<file path="src/rtl/fetch_decode_stage.sv">
// fetch_decode_stage: PC generation, single-outstanding imem fetch, 1-entry skid buffer and IF/ID register.
// Latency: a response seen at a clock edge is presented on instrD_o/PCD_o/validD_o right after that edge.
// Backpressure: stallD_i holds IF/ID. One stalled response goes to the skid buffer. While it is full, no new request is issued.
// Ports: clk/rst (async active-high); imem_req_o/imem_addr_o/imem_ready_i request side;
//   imem_rvalid_i/imem_rdata_i response side; redirectE_i/redirectPCE_i from execute;
//   stallD_i/flushD_i from hazard unit; instrD_o/PCD_o/PCPlus4D_o/validD_o to decode.
// Optional macro FETCH_MISALIGN_CHECK_EN adds misalignD_o and a HALT state for misaligned redirect targets.
module fetch_decode_stage #(
  parameter int                    DATA_WIDTH = 32,
  parameter logic [DATA_WIDTH-1:0] RESET_PC   = '0,
  parameter logic [DATA_WIDTH-1:0] NOP_INSTR  = DATA_WIDTH'(32'h0000_0013)
) (
  input  logic                  clk,
  input  logic                  rst,
  output logic                  imem_req_o,
  output logic [DATA_WIDTH-1:0] imem_addr_o,
  input  logic                  imem_ready_i,
  input  logic                  imem_rvalid_i,
  input  logic [DATA_WIDTH-1:0] imem_rdata_i,
  input  logic                  redirectE_i,
  input  logic [DATA_WIDTH-1:0] redirectPCE_i,
  input  logic                  stallD_i,
  input  logic                  flushD_i,
`ifdef FETCH_MISALIGN_CHECK_EN
  output logic                  misalignD_o,
`endif
  output logic [DATA_WIDTH-1:0] instrD_o,
  output logic [DATA_WIDTH-1:0] PCD_o,
  output logic [DATA_WIDTH-1:0] PCPlus4D_o,
  output logic                  validD_o
);

  localparam logic [DATA_WIDTH-1:0] PC_STEP    = DATA_WIDTH'(4);
  localparam logic [DATA_WIDTH-1:0] ALIGN_MASK = ~DATA_WIDTH'(3);

  typedef enum logic [2:0] {
    S_BOOT,
    S_REQ,
    S_WAIT,
    S_DISCARD
`ifdef FETCH_MISALIGN_CHECK_EN
    , S_HALT
`endif
  } state_t;

  state_t                r_state, w_state_nxt;
  logic [DATA_WIDTH-1:0] r_pc, w_pc_nxt;
  logic [DATA_WIDTH-1:0] r_req_pc;
  logic                  r_skid_vld;
  logic [DATA_WIDTH-1:0] r_skid_instr, r_skid_pc;
  logic [DATA_WIDTH-1:0] r_instrD, r_pcD;
  logic                  r_validD;
  logic                  w_req, w_accept, w_resp, w_outstanding;
`ifdef FETCH_MISALIGN_CHECK_EN
  logic                  r_mis_pend, r_misalignD;
  logic                  w_misalign;
  assign w_misalign  = redirectE_i && (redirectPCE_i[1:0] != 2'b00);
  assign misalignD_o = r_misalignD;
`endif

  // A request stays off while the skid buffer is occupied so that at most one
  // undelivered instruction ever exists downstream of memory.
  assign w_req    = (r_state == S_REQ) && !r_skid_vld;
  assign w_accept = w_req && imem_ready_i;
  // Only WAIT delivers. Responses seen in any other state are stale and ignored.
  assign w_resp   = (r_state == S_WAIT) && imem_rvalid_i;
  // A response is still in flight after this edge if WAIT/DISCARD sees no rvalid now.
  // If rvalid and a redirect land together, the response is consumed here,
  // so DISCARD would never be released.
  assign w_outstanding = ((r_state == S_WAIT) || (r_state == S_DISCARD)) && !imem_rvalid_i;

  assign imem_req_o  = w_req;
  assign imem_addr_o = r_pc;
  assign instrD_o    = r_instrD;
  assign PCD_o       = r_pcD;
  assign PCPlus4D_o  = r_pcD + PC_STEP;
  assign validD_o    = r_validD;

  always_comb begin
    w_state_nxt = r_state;
    w_pc_nxt    = r_pc;
    case (r_state)
      S_BOOT:    w_state_nxt = S_REQ;
      S_REQ: begin
        if (w_accept) begin
          w_state_nxt = S_WAIT;
          w_pc_nxt    = r_pc + PC_STEP;
        end
      end
      S_WAIT:    if (imem_rvalid_i) w_state_nxt = S_REQ;
      S_DISCARD: if (imem_rvalid_i) w_state_nxt = S_REQ;
`ifdef FETCH_MISALIGN_CHECK_EN
      S_HALT:    w_state_nxt = S_HALT;
`endif
      default:   w_state_nxt = S_BOOT;
    endcase
    // Redirect wins over the accept's pc+4.
    if (redirectE_i) begin
      w_pc_nxt    = redirectPCE_i & ALIGN_MASK;
      w_state_nxt = (w_accept || w_outstanding) ? S_DISCARD : S_REQ;
`ifdef FETCH_MISALIGN_CHECK_EN
      if (w_misalign) begin
        w_pc_nxt    = redirectPCE_i;
        w_state_nxt = S_HALT;
      end
`endif
    end
  end

  always_ff @(posedge clk or posedge rst) begin
    if (rst) begin
      r_state  <= S_BOOT;
      r_pc     <= RESET_PC;
      r_req_pc <= RESET_PC;
    end else begin
      r_state <= w_state_nxt;
      r_pc    <= w_pc_nxt;
      if (w_accept) r_req_pc <= r_pc;
    end
  end

  // IF/ID register and skid buffer.
  always_ff @(posedge clk or posedge rst) begin
    if (rst) begin
      r_skid_vld   <= 1'b0;
      r_skid_instr <= '0;
      r_skid_pc    <= '0;
      r_instrD     <= NOP_INSTR;
      r_pcD        <= '0;
      r_validD     <= 1'b0;
`ifdef FETCH_MISALIGN_CHECK_EN
      r_mis_pend   <= 1'b0;
      r_misalignD  <= 1'b0;
`endif
    end else if (redirectE_i || flushD_i) begin
      r_skid_vld <= 1'b0;
      r_instrD   <= NOP_INSTR;
      r_validD   <= 1'b0;
`ifdef FETCH_MISALIGN_CHECK_EN
      r_misalignD <= 1'b0;
      if (redirectE_i) r_mis_pend <= w_misalign;
`endif
    end else if (stallD_i) begin
      // Skid is empty here whenever w_resp is set: nothing is requested while it is full.
      if (w_resp) begin
        r_skid_vld   <= 1'b1;
        r_skid_instr <= imem_rdata_i;
        r_skid_pc    <= r_req_pc;
      end
`ifdef FETCH_MISALIGN_CHECK_EN
    end else if (r_mis_pend) begin
      r_mis_pend  <= 1'b0;
      r_misalignD <= 1'b1;
      r_instrD    <= NOP_INSTR;
      r_pcD       <= r_pc;
      r_validD    <= 1'b1;
`endif
    end else begin
`ifdef FETCH_MISALIGN_CHECK_EN
      r_misalignD <= 1'b0;
`endif
      if (r_skid_vld) begin
        r_skid_vld <= 1'b0;
        r_instrD   <= r_skid_instr;
        r_pcD      <= r_skid_pc;
        r_validD   <= 1'b1;
      end else if (w_resp) begin
        r_instrD <= imem_rdata_i;
        r_pcD    <= r_req_pc;
        r_validD <= 1'b1;
      end else begin
        // Bubble: PC fields keep their last value.
        r_instrD <= NOP_INSTR;
        r_validD <= 1'b0;
      end
    end
  end

endmodule

</file>
<file path="config.mk">
export PLATFORM = sky130hd
export DESIGN_NAME = fetch_decode_stage
export DESIGN_NICKNAME = d
export VERILOG_FILES = /design/src/rtl/fetch_decode_stage.sv
export SDC_FILE = /design/constraint.sdc
export NUM_CORES = 1
export LEC_CHECK = 0
export CELL_PAD_IN_SITES_DETAIL_PLACEMENT = 0
export CELL_PAD_IN_SITES_GLOBAL_PLACEMENT = 1
export CORE_UTILIZATION = 40
export CTS_BUF_LIST = sky130_fd_sc_hd__clkbuf_4 sky130_fd_sc_hd__clkbuf_8
export CTS_CLUSTER_DIAMETER = 30
export DETAILED_ROUTE_END_ITERATION = 12
export PLACE_DENSITY_LB_ADDON = 0.15
export SLEW_MARGIN = 10
export SYNTH_ARGS = -nofsm -noshare
export SYNTH_HDL_FRONTEND = slang
export SYNTH_SLANG_ARGS = --single-unit
</file>
<file path="constraint.sdc">
create_clock -name clk -period 7.6 [get_ports clk]
set_input_delay 1.9 -clock clk [delete_from_list [all_inputs] [get_ports clk]]
set_output_delay 1.9 -clock clk [all_outputs]
set_load 0.01 [all_outputs]
</file>
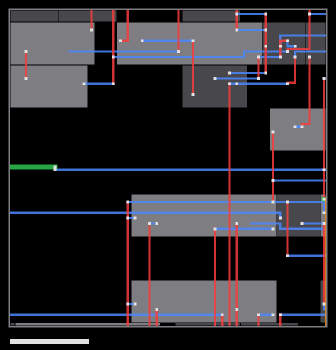
Figure 1: layout detail.
Scale bar: 5 um. Window x 65 to 85, y 95 to 115 um. Cells in gray, sequential cells in the stronger gray; small squares are vias.
- orange: M4
- green: M3
- red: M2
- blue: M1
- netlist names of flops here include: r_skid_instr (2)
- cells with their middle in the window: 7
- sequential cells in the window: 4
- most frequent: dfrtp_1 (4)

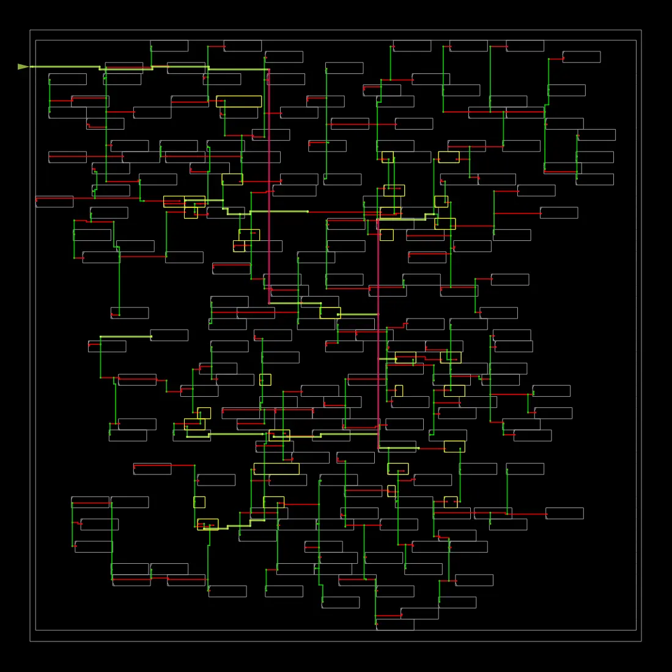
Figure 2: the clock network.
# clk buffers: 18
CTS Buf Count: 17

==> run_results.csv <==
group,metric,value,unit
status,status,"complete, no violations",
clock_network,clock_latency,0.45,ns
sta,postLayoutSetupSlackWorst,2.89,ns
sta,setup_violations,0,
pwr,p_total,2.38,mW
setup_path,critPathArrivalTime,2.81,ns
sta,slew_headroom,0.270,
setup_path,r2r-end,"imem_addr_o[26]",
logic_synthesis,yosys-stat-cells,840,
global_routing,grt_max_degree,136,
placement,dp_hpwl,13.5,mm
placement,place_area,10800,um2
clock_network,cts_tree,"yes",
setup_path,end_kind,"output pin",
cells_and_area,n_fill_cell,1907,
pwr,internal-power,1.69,mW
clock_network,postCtsHoldBufs,0,
setup_path,reg2reg_depth,5,
detailed_routing,wl_per_cell,15.8,um
cells_and_area,diodes,0,
placement,dp_cells,1261,
cells_and_area,synthToLayoutAreaGrowth,29.0,%
logic_synthesis,yosysChipArea,8690,um2
detailed_routing,vias,6584,
global_routing,grt_pass1_vias,6115,
sta,tightest_slew,1.09,ns
pwr,vdd_drop_max,0.106,mV
sta,fin_worst_skew,0.0131,ns
clock_network,cts_setup_buffers,0,
pwr,switching_share,0.293,
logic_synthesis,common_cells,"dfrtp_1, nand2_1, o21ai_0",
sta,grt_setup_unrepaired,"no",
cells_and_area,nNetsFinal,1078,
floorplanning,core,21200,um2
sta,max_clock_freq,0.212,GHz
pwr,clockPowerShare,0.278,
floorplanning,die_h,149,um
logic_synthesis,async_flop_share,1.00,
clock_network,htreeDepth,4,
placement,port_buffers,192,
global_routing,track_usage,0.190,
logic_synthesis,synth.avg_cell_area,10.3,um2
logic_synthesis,edf_count,0,
logic_synthesis,top_cell_area_share,0.533,
clock_network,clkSinkCount,188,
detailed_routing,drtIter0Drc,350,
logic_synthesis,area_leaders,"dfrtp_1, nand2_1, mux2_2",
logic_synthesis,yosysMostFrequentCell,"dfrtp_1",
logic_synthesis,synth_cell_types,42,
logic_synthesis,yosys_warnings,0,
setup_path,path_class,"register to output pin",
pwr,power_leakage,4.69,nW
sta,hold_viol,0,
logic_synthesis,ys.flops,188,
sta,min_period_over_period,0.619,
job,max-cap-violations,0,
cells_and_area,stdcell_count,1292,
placement,place_congestion,0.760,
clock_network,cts_max_path_buffers,2,
setup_path,crit_required,5.70,ns
cells_and_area,final_util,0.530,
cells_and_area,design_area,11200,um2
setup_path,cp-start-kind,"register",
job,tool_warnings,30,
clock_network,cts_resized,0,
floorplanning,io_pins,201,
logic_synthesis,syn-cell-area,8690,um2
global_routing,grt-ovfl-total,0,
pwr,p_sw,0.699,mW
detailed_routing,ant_nets,0,
setup_path,r2r_setup_slack,4.67,ns
floorplanning,fp-utilization,0.411,
detailed_routing,vias_per_cell,5.10,
clock_network,clkTransAtPathRegs,0.09,ns
floorplanning,core.rowCount,53,
sta,tns,0,ns
worst_hold_path,hp-start,"validD_o",
pwr,power_density,213,nW/um2
floorplanning,die_w,149,um
placement,dpl_worst_slack,2.75,ns
logic_synthesis,ys_seq_frac,0.542,
sta,fin_crit,4.71,ns
sta,whs,0.482,ns
global_routing,grt_pass1_wl,33.3,mm
worst_hold_path,holdPathEnd,"validD_o",
worst_hold_path,min_path_cells,2,
setup_path,cp_max_fo,11,
floorplanning,die_area,22300,um2
logic_synthesis,top_area_cell,"dfrtp_1",
==> cell type report <==
type	count	area, um2	share of cell area
clock buffers	18	248	0.0221
clock inverters	13	144	0.0128
inverters	8	37.5	0.00335
multi-input cells	590	3740	0.334
flip-flops and latches	188	4710	0.420
well taps	275	344	0.0307
repair buffers	200	1980	0.177
==> kinds of logic after synthesis <==
kind of cell	after synthesis	share of synthesized area
AOI/OAI and AO/OA	138	0.0953
xor gates and xnor gates	39	0.0393
adders and majority gates	2	0.00288
buffers and inverters	67	0.0331
DFF	188	0.542
muxes	97	0.121
other	1	0.000432
and+or+nand+nor	308	0.166
==> flip-flops by register name, summed over array words and instances, names as in the netlist <==
name / count
PCD_o: 30
imem_addr_o: 30
instrD_o: 32
r_req_pc: 30
r_skid_instr: 32
r_skid_pc: 30
r_skid_vld: 1
r_state: 2
validD_o: 1
==> power groups by stage <==
stage	clock (mW)	sequential, mW	combinational (mW)
finish	0.662	1.27	0.450
global route	0.726	1.30	0.502
CTS	0.689	1.27	0.458
detailed placement	0	1.29	0.456
global placement	0	1.29	0.449
floorplan	0	1.26	0.229
==> critical path: stages (launching register included) <==
cell and delay (ns):
dfrtp_1 0.44, ha_1 0.21, nand3_1 0.15, nor2_1 0.59
and4_1 0.29, xor2_1 0.14, clkdlybuf4s50_1 0.55
==> cell usage in the layout, fill, tap and decap left out, drive strengths merged, types with 4 or more instances in the layout <==
cell type	instances
clkdlybuf4s50	192
dfrtp	185
nand2	182
o21ai	76
mux2	63
mux2i	34
xnor2	30
a22oi	29
nand3	29
nor2	24
clkbuf	18
nand4	17
or4	16
a31oi	15
and4	13
o31ai	10
inv	10
and3	9
xor2	9
buf	8
o211ai	6
conb	6
clkinv	5
clkinvlp	4
nor3	4
==> layer usage <==
layer  wire length, um  GRT usage
met2              8510      0.255
met4               112     0.0398
met1             10800      0.305
met5                 0          0
met3              1000     0.0413
==> worst max path at each step <==
stage	start	endpoint	slack [ns]	cells past startpoint
final	PCD_o[2]	PCPlus4D_o[12]	2.89	6
after global routing	PCD_o[2]	PCPlus4D_o[24]	2.67	6
after CTS	PCD_o[2]	PCPlus4D_o[12]	2.81	6
after detailed placement	redirectE_i	r_skid_pc[4]	2.75	7
after global placement	redirectE_i	r_skid_pc[3]	2.76	7
after floorplan	rst	PCD_o[10]	0.59	1
Power is estimated from default activity; no workload was simulated.
